==> run_1/power_grid.png <==
Bar = 20 um. Pins as bars on the die edge.
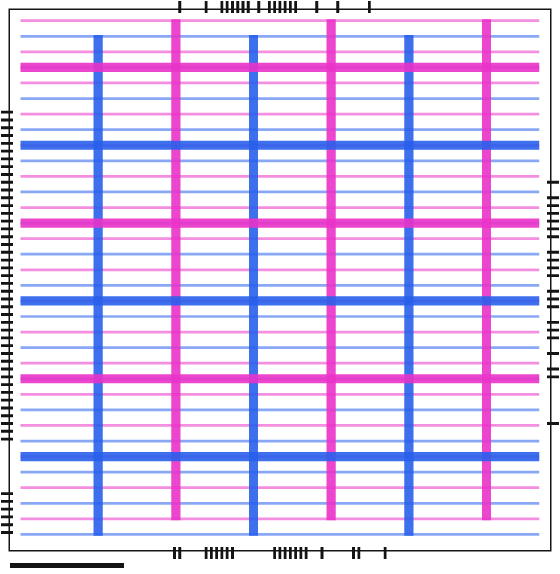
==> run_1/placement_by_type.png <==
Bar = 20 um.
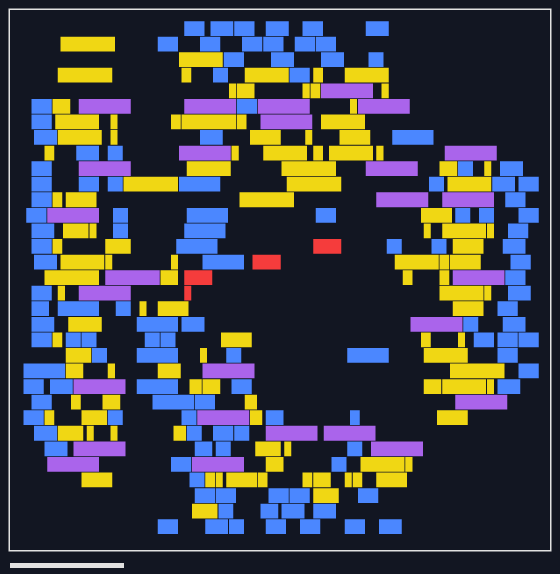
==> run_1/clk_routes.png <==
Bar = 20 um.
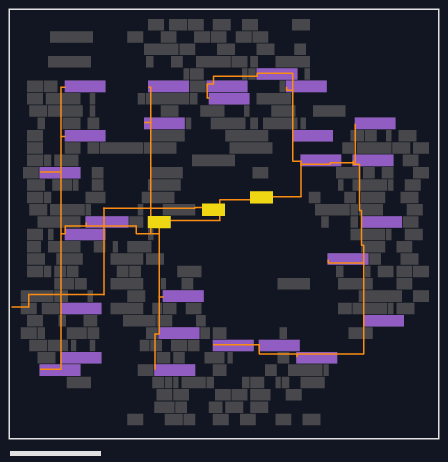
`src/rtl/membus_arbiter.sv`:
```
// membus_arbiter: two-client round-robin arbiter in front of a single-port
// synchronous memory. Grants are combinational, read data is broadcast to
// both clients, and a tag pipeline steers rvalid to the client that issued
// each read, READ_LATENCY cycles after it was accepted.
// Optional bus locking is compiled in when MEMBUS_ARB_LOCK_EN is defined.
module membus_arbiter #(
  parameter int ADDR_WIDTH   = 16,
  parameter int DATA_WIDTH   = 8,
  parameter int READ_LATENCY = 1
) (
  input  logic                  clk,
  input  logic                  rst_n,
  input  logic                  c0_req,
  input  logic [ADDR_WIDTH-1:0] c0_addr,
  input  logic [DATA_WIDTH-1:0] c0_wdata,
  input  logic                  c0_we,
`ifdef MEMBUS_ARB_LOCK_EN
  input  logic                  c0_lock,
`endif
  output logic                  c0_gnt,
  output logic [DATA_WIDTH-1:0] c0_rdata,
  output logic                  c0_rvalid,
  input  logic                  c1_req,
  input  logic [ADDR_WIDTH-1:0] c1_addr,
  input  logic [DATA_WIDTH-1:0] c1_wdata,
  input  logic                  c1_we,
`ifdef MEMBUS_ARB_LOCK_EN
  input  logic                  c1_lock,
`endif
  output logic                  c1_gnt,
  output logic [DATA_WIDTH-1:0] c1_rdata,
  output logic                  c1_rvalid,
  output logic [ADDR_WIDTH-1:0] mem_address,
  output logic [DATA_WIDTH-1:0] mem_write_data,
  output logic                  mem_write_enable,
  input  logic [DATA_WIDTH-1:0] mem_read_data
);

  logic                    gnt0;
  logic                    gnt1;
  logic                    any_gnt;
  logic [ADDR_WIDTH-1:0]   sel_addr;
  logic [DATA_WIDTH-1:0]   sel_wdata;
  logic                    sel_we;
  logic                    last_grant_reg;   // 1 = client 1 was granted most recently
  logic [ADDR_WIDTH-1:0]   addr_hold_reg;
  logic [DATA_WIDTH-1:0]   wdata_hold_reg;
  logic [READ_LATENCY-1:0] tag_valid_reg;
  logic [READ_LATENCY-1:0] tag_owner_reg;    // 1 = read belongs to client 1
  logic                    hold_lock;

`ifdef MEMBUS_ARB_LOCK_EN
  typedef enum logic {ARB = 1'b0, LOCKED = 1'b1} state_t;
  state_t state_reg;
  logic   lock_owner_reg;
  logic   sel_lock;

  // The owner keeps the bus only while it still asserts its lock; once it
  // drops lock, normal arbitration applies in that same cycle.
  assign hold_lock = (state_reg == LOCKED) && (lock_owner_reg ? c1_lock : c0_lock);
  assign sel_lock  = gnt1 ? c1_lock : c0_lock;
`else
  assign hold_lock = 1'b0;
`endif

  // Grant selection: lock owner first, then a lone requester, then round-robin tie-break
  always_comb begin
    gnt0 = 1'b0;
    gnt1 = 1'b0;
    if (!rst_n) begin
      gnt0 = 1'b0;
      gnt1 = 1'b0;
    end else if (hold_lock) begin
`ifdef MEMBUS_ARB_LOCK_EN
      gnt0 = c0_req & ~lock_owner_reg;
      gnt1 = c1_req &  lock_owner_reg;
`endif
    end else if (c0_req && c1_req) begin
      gnt0 = last_grant_reg;
      gnt1 = ~last_grant_reg;
    end else begin
      gnt0 = c0_req;
      gnt1 = c1_req;
    end
  end

  assign any_gnt   = gnt0 | gnt1;
  assign sel_addr  = gnt1 ? c1_addr  : c0_addr;
  assign sel_wdata = gnt1 ? c1_wdata : c0_wdata;
  assign sel_we    = gnt1 ? c1_we    : c0_we;

  assign c0_gnt = gnt0;
  assign c1_gnt = gnt1;

  // Idle cycles keep the last driven address/data so the memory bus does not toggle
  assign mem_address      = any_gnt ? sel_addr  : addr_hold_reg;
  assign mem_write_data   = any_gnt ? sel_wdata : wdata_hold_reg;
  assign mem_write_enable = any_gnt & sel_we;

  // Read data is shared; only the rvalid strobes are steered by the tag pipeline
  assign c0_rdata  = mem_read_data;
  assign c1_rdata  = mem_read_data;
  assign c0_rvalid = tag_valid_reg[READ_LATENCY-1] & ~tag_owner_reg[READ_LATENCY-1];
  assign c1_rvalid = tag_valid_reg[READ_LATENCY-1] &  tag_owner_reg[READ_LATENCY-1];

  // Round-robin pointer and idle hold values advance only on an actual grant
  always_ff @(posedge clk or negedge rst_n) begin
    if (!rst_n) begin
      last_grant_reg <= 1'b1;
      addr_hold_reg  <= '0;
      wdata_hold_reg <= '0;
    end else if (any_gnt) begin
      last_grant_reg <= gnt1;
      addr_hold_reg  <= sel_addr;
      wdata_hold_reg <= sel_wdata;
    end
  end

  // Tag pipeline: a read pushes its owner, a write or idle cycle pushes an empty slot
  always_ff @(posedge clk or negedge rst_n) begin
    if (!rst_n) begin
      tag_valid_reg <= '0;
      tag_owner_reg <= '0;
    end else begin
      tag_valid_reg[0] <= any_gnt & ~sel_we;
      tag_owner_reg[0] <= gnt1;
      for (int i = 1; i < READ_LATENCY; i++) begin
        tag_valid_reg[i] <= tag_valid_reg[i-1];
        tag_owner_reg[i] <= tag_owner_reg[i-1];
      end
    end
  end

`ifdef MEMBUS_ARB_LOCK_EN
  // Bus-lock state machine: enter LOCKED on a locked grant, return to ARB when the owner releases
  always_ff @(posedge clk or negedge rst_n) begin
    if (!rst_n) begin
      state_reg      <= ARB;
      lock_owner_reg <= 1'b0;
    end else if (any_gnt && sel_lock) begin
      state_reg      <= LOCKED;
      lock_owner_reg <= gnt1;
    end else if (!hold_lock) begin
      state_reg      <= ARB;
    end
  end
`endif

endmodule

```
`config.mk`:
```
export PLATFORM = sky130hd
export DESIGN_NAME = membus_arbiter
export DESIGN_NICKNAME = d
export VERILOG_FILES = /design/src/rtl/membus_arbiter.sv
export SDC_FILE = /design/constraint.sdc
export NUM_CORES = 1
export LEC_CHECK = 0
export CAP_MARGIN = 40
export CELL_PAD_IN_SITES_DETAIL_PLACEMENT = 0
export CELL_PAD_IN_SITES_GLOBAL_PLACEMENT = 2
export CORE_MARGIN = 1.5
export CORE_UTILIZATION = 20
export CTS_CLUSTER_DIAMETER = 60
export DETAILED_ROUTE_END_ITERATION = 6
export PLACE_DENSITY = 0.83
export SYNTH_ARGS = -nofsm -noshare
export SYNTH_HDL_FRONTEND = slang
export SYNTH_SLANG_ARGS = --single-unit
```
`constraint.sdc`:
```
create_clock -name clk -period 1.55 [get_ports clk]
set_input_delay 0.2325 -clock clk [delete_from_list [all_inputs] [get_ports clk]]
set_output_delay 0.2325 -clock clk [all_outputs]
set_load 0.03 [all_outputs]
```
==> results.yml, run 1 <==
# synthesis and place-and-route metrics
setup_path:
  startpoint_type: "flop"
  path_cells: "and2_4 > buf_12 > o21ai_1 > a31oi_2 > buf_6"
  critPathRequiredTime_ns: 1.32
  critical_path_buf_inv_count: 2
  crit_arrival_ns: 1.59
  cp.depth: 5
  reg2reg_setup_slack_ns: 0.05
  cp-end-kind: "output pin"
  worst_path_dominant_cell_family: "flip-flops"
synthesis:
  yosys_cells: 175
  synthesis.nets: 237
  synth-edff-count: 0
  yosysUniqueCellTypes: 22
  top_logic_kind: "AND-OR/OR-AND gates"
  ys_seq_share_pct: 40.55
  ys.flops: 27
  area_leaders: "dfrtp_1, o2111ai_1, buf_4"
  syn_inst: 175
  synthAoiAreaFrac_pct: 33.06
  yosys.area.top_type: "dfrtp_1"
  synth_chip_area_um2: 1669
  mux_area_share_pct: 0
  ys_sh_xor_pct: 0
  simple_gate_area_share_pct: 7.721
  synth.avg_cell_area_um2: 9.538
  synthTopCellsByCount: "dfrtp_1, nor2_1, o2111ai_1, a31oi_1, o21ai_1"
finish:
  largest_reg_flops: 16
  seq_area_um2: 676.9
  layout.cells.non_filler: 371
  final-clk-cell-share_pct: 1.321
  num-fill-cells: 778
  comb_share_pct: 36.11
  buf_share_pct: 38.64
  final_nets: 329
  num-clock-buffers: 4
  diodes: 0
  drive_gt1_share_pct: 49.25
  largest_class: "non-clock buffers"
  inverters_excl_clock: 2
grt:
  grt_max_degree: 23
  first_global_vias: 1828
  grt-busiest-layer: "met2"
  grtUsageMet1_pct: 17.40
  grt_pass1_wl_um: 9522
  antenna_found_initial: 0
  grt_use_met3_pct: 2.415
  grt-ovfl-total: 0
timing:
  maxSlewViolCount: 0
  finalSetupTns_ns: -6.136
  fin_ws_ns: -0.2765
  rsz0062_at_grt: "true"
  min_period_over_period_pct: 117.8
  worst_slew_pin_slew_ns: 0.3164
  finalSetupViolCount: 27
  whs_ns: 0.008543
  finalHoldViolations: 0
  maxSlewHeadroom_pct: 78.99
floorplanning:
  initCoreUtil_pct: 20.52
  die-area_um2: 8903
  io_pins: 107
route:
  routed_wl_um: 5966
  drc: 0
  routed-via-count: 1752
  met2_length_um: 3030
  drt_first_pass_iters: 4
  postRouteAntennaNets: 0
  m1WireLength_um: 2549
  drt_iter0_drc: 34
  top_layer: "met4"
  dr_wl_met3_um: 354
power:
  peakVddDrop_v: 0.0004003
  swShare_pct: 36.79
  p_comb_mw: 1.34
  power_mw: 2.586
  comb_power_share_pct: 51.8
  power.leakage_nw: 1.193
  sequentialPower_uw: 825
clock_network:
  cts_buffers: 3
  cts_tree: "built"
  postCtsSetupBuffers: 8
  cts.clk_slew.worst_paths_ns: 0.10
  postCtsHoldBufs: 1
place:
  post-place-cells: 355
  gp_congestion: 0.7013
  port_buffers: 82
  postPlaceCellArea_um2: 2905
job:
  maxCapViolations: 0
  tool_warnings: 29
outcome:
  outcome: "finished, violations left"
  violations: "negative setup slack"
About power_grid.png:
VSS: drawn in blue. VDD: drawn in magenta.
The core has 33 rows. 107 signal pins sit on the boundary. 34 met1 rails follow the rows.
Die H: 94.36 um
Die Width: 94.36 um
Core ar.: 8134 um2

About placement_by_type.png:
clock drivers and dummy loads: drawn in red, cells 4. combinational and other logic: drawn in yellow, cells 111. flops: drawn in purple, cells 27. other buffers and delay cells: drawn in blue, cells 124.
post-route cell area: 3410 um2
Final Util: 41.92%
flop share of the area: 19.85%
FP Rows: 33

About clk_routes.png:
flip-flops: drawn in purple, count 27. clock drivers: drawn in yellow, count 3. clock wires: drawn in orange, length 433 um.
There are 4 routed clock nets.
share of total power in the clock network: 16.3%
clock skew: 0.001915 ns

==> run_1/placement.png <==
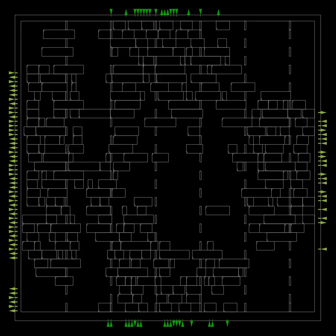

==> run 2, diff against run 1 <==
--- a/config.mk
+++ b/config.mk
@@ -5,7 +5,8 @@
 export SDC_FILE = /design/constraint.sdc
 export NUM_CORES = 1
 export LEC_CHECK = 0
-export CAP_MARGIN = 40
+export ABC_CLOCK_PERIOD_IN_PS = 1780
+export CAP_MARGIN = 20
 export CELL_PAD_IN_SITES_DETAIL_PLACEMENT = 0
 export CELL_PAD_IN_SITES_GLOBAL_PLACEMENT = 2
 export CORE_MARGIN = 1.5
==> constraint.sdc (replaced) <==
create_clock -name clk -period 1.78 [get_ports clk]
set_input_delay 0.267 -clock clk [delete_from_list [all_inputs] [get_ports clk]]
set_output_delay 0.267 -clock clk [all_outputs]
set_load 0.03 [all_outputs]
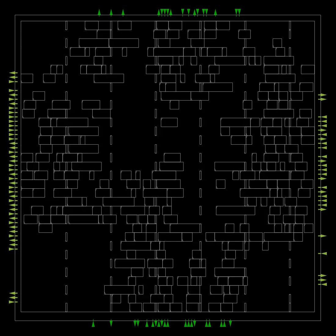
(run_2/placement.png)
n_taps: 105
Final Util: 37.10%
flop share of the area: 22.43%

==> run 2 against run 1 <==
Net effect: the flow still finishes with violations (negative setup slack); critical path type unchanged; clock skew up 0.0016 ns; clock power down 13%; setup slack better by 0.16 ns; design area down 11%; total power down 18%; final cell count up 0.81%; critical endpoint is now mem_write_data[5].
==> results.yml, run 2 <==
# synthesis and place-and-route metrics
outcome:
  outcome: "finished, violations left"
  violations: "negative setup slack"
clock_network:
  cts_tree: "built"
  postCtsSetupBuffers: 13
  cts_buffers: 3
  cts.clk_slew.worst_paths_ns: 0.10
synthesis:
  synth-edff-count: 0
  synth_chip_area_um2: 1669
  yosys_cells: 175
  simple_gate_area_share_pct: 7.721
  top_logic_kind: "AND-OR/OR-AND gates"
  synthAoiAreaFrac_pct: 33.06
  synthesis.nets: 237
  ys_seq_share_pct: 40.55
  synthTopCellsByCount: "dfrtp_1, nor2_1, o2111ai_1, a31oi_1, o21ai_1"
  synth.avg_cell_area_um2: 9.538
power:
  p_comb_mw: 1.03
  peakVddDrop_v: 0.0002743
  sequentialPower_uw: 719
  power.leakage_nw: 1.142
  clock_power_share_pct: 17.4
  swShare_pct: 34.98
  power_mw: 2.116
  comb_power_share_pct: 48.6
finish:
  drive_gt1_share_pct: 42.01
  largest_reg_flops: 16
  layout.cells.non_filler: 374
  inverters_excl_clock: 2
  diodes: 0
  largest_class: "non-clock buffers"
  final-clk-cell-share_pct: 1.493
  comb_share_pct: 28.57
  buf_share_pct: 42.83
  fin_area_um2: 3018
  num-clock-buffers: 4
route:
  dr_wl_met3_um: 269
  drc: 0
  top_layer: "met4"
  m1WireLength_um: 2568
  drt_first_pass_iters: 3
  routed-via-count: 1679
  routed_wl_um: 5577
  drt_iter0_drc: 51
floorplanning:
  die-area_um2: 8903
  initCoreUtil_pct: 20.52
  fp-row-count: 33
setup_path:
  startpoint_type: "flop"
  reg2reg_setup_slack_ns: 0.15
  cp-end-kind: "output pin"
  critical_path_buf_inv_count: 2
  crit_arrival_ns: 1.63
  cp.depth: 5
  path_cells: "and2_4 > buf_12 > o21ai_1 > a31oi_2 > buf_6"
grt:
  grt-ovfl-total: 0
  antenna_found_initial: 0
  grt-busiest-layer: "met2"
  grt_use_met3_pct: 1.288
  first_global_vias: 1685
timing:
  finalHoldViolations: 0
  maxSlewHeadroom_pct: 78.86
  worst_slew_pin_slew_ns: 0.3160
  finalSetupViolCount: 25
  fin_worst_skew_ns: 0.003477
  finalSetupTns_ns: -1.611
  min_period_over_period_pct: 106.4
  fin_ws_ns: -0.1137
job:
  maxCapViolations: 0
place:
  port_buffers: 82
  gp_congestion: 0.7044
  post-place-cells: 349
Power figures rest on the tool's default switching activity, not on a simulated workload.
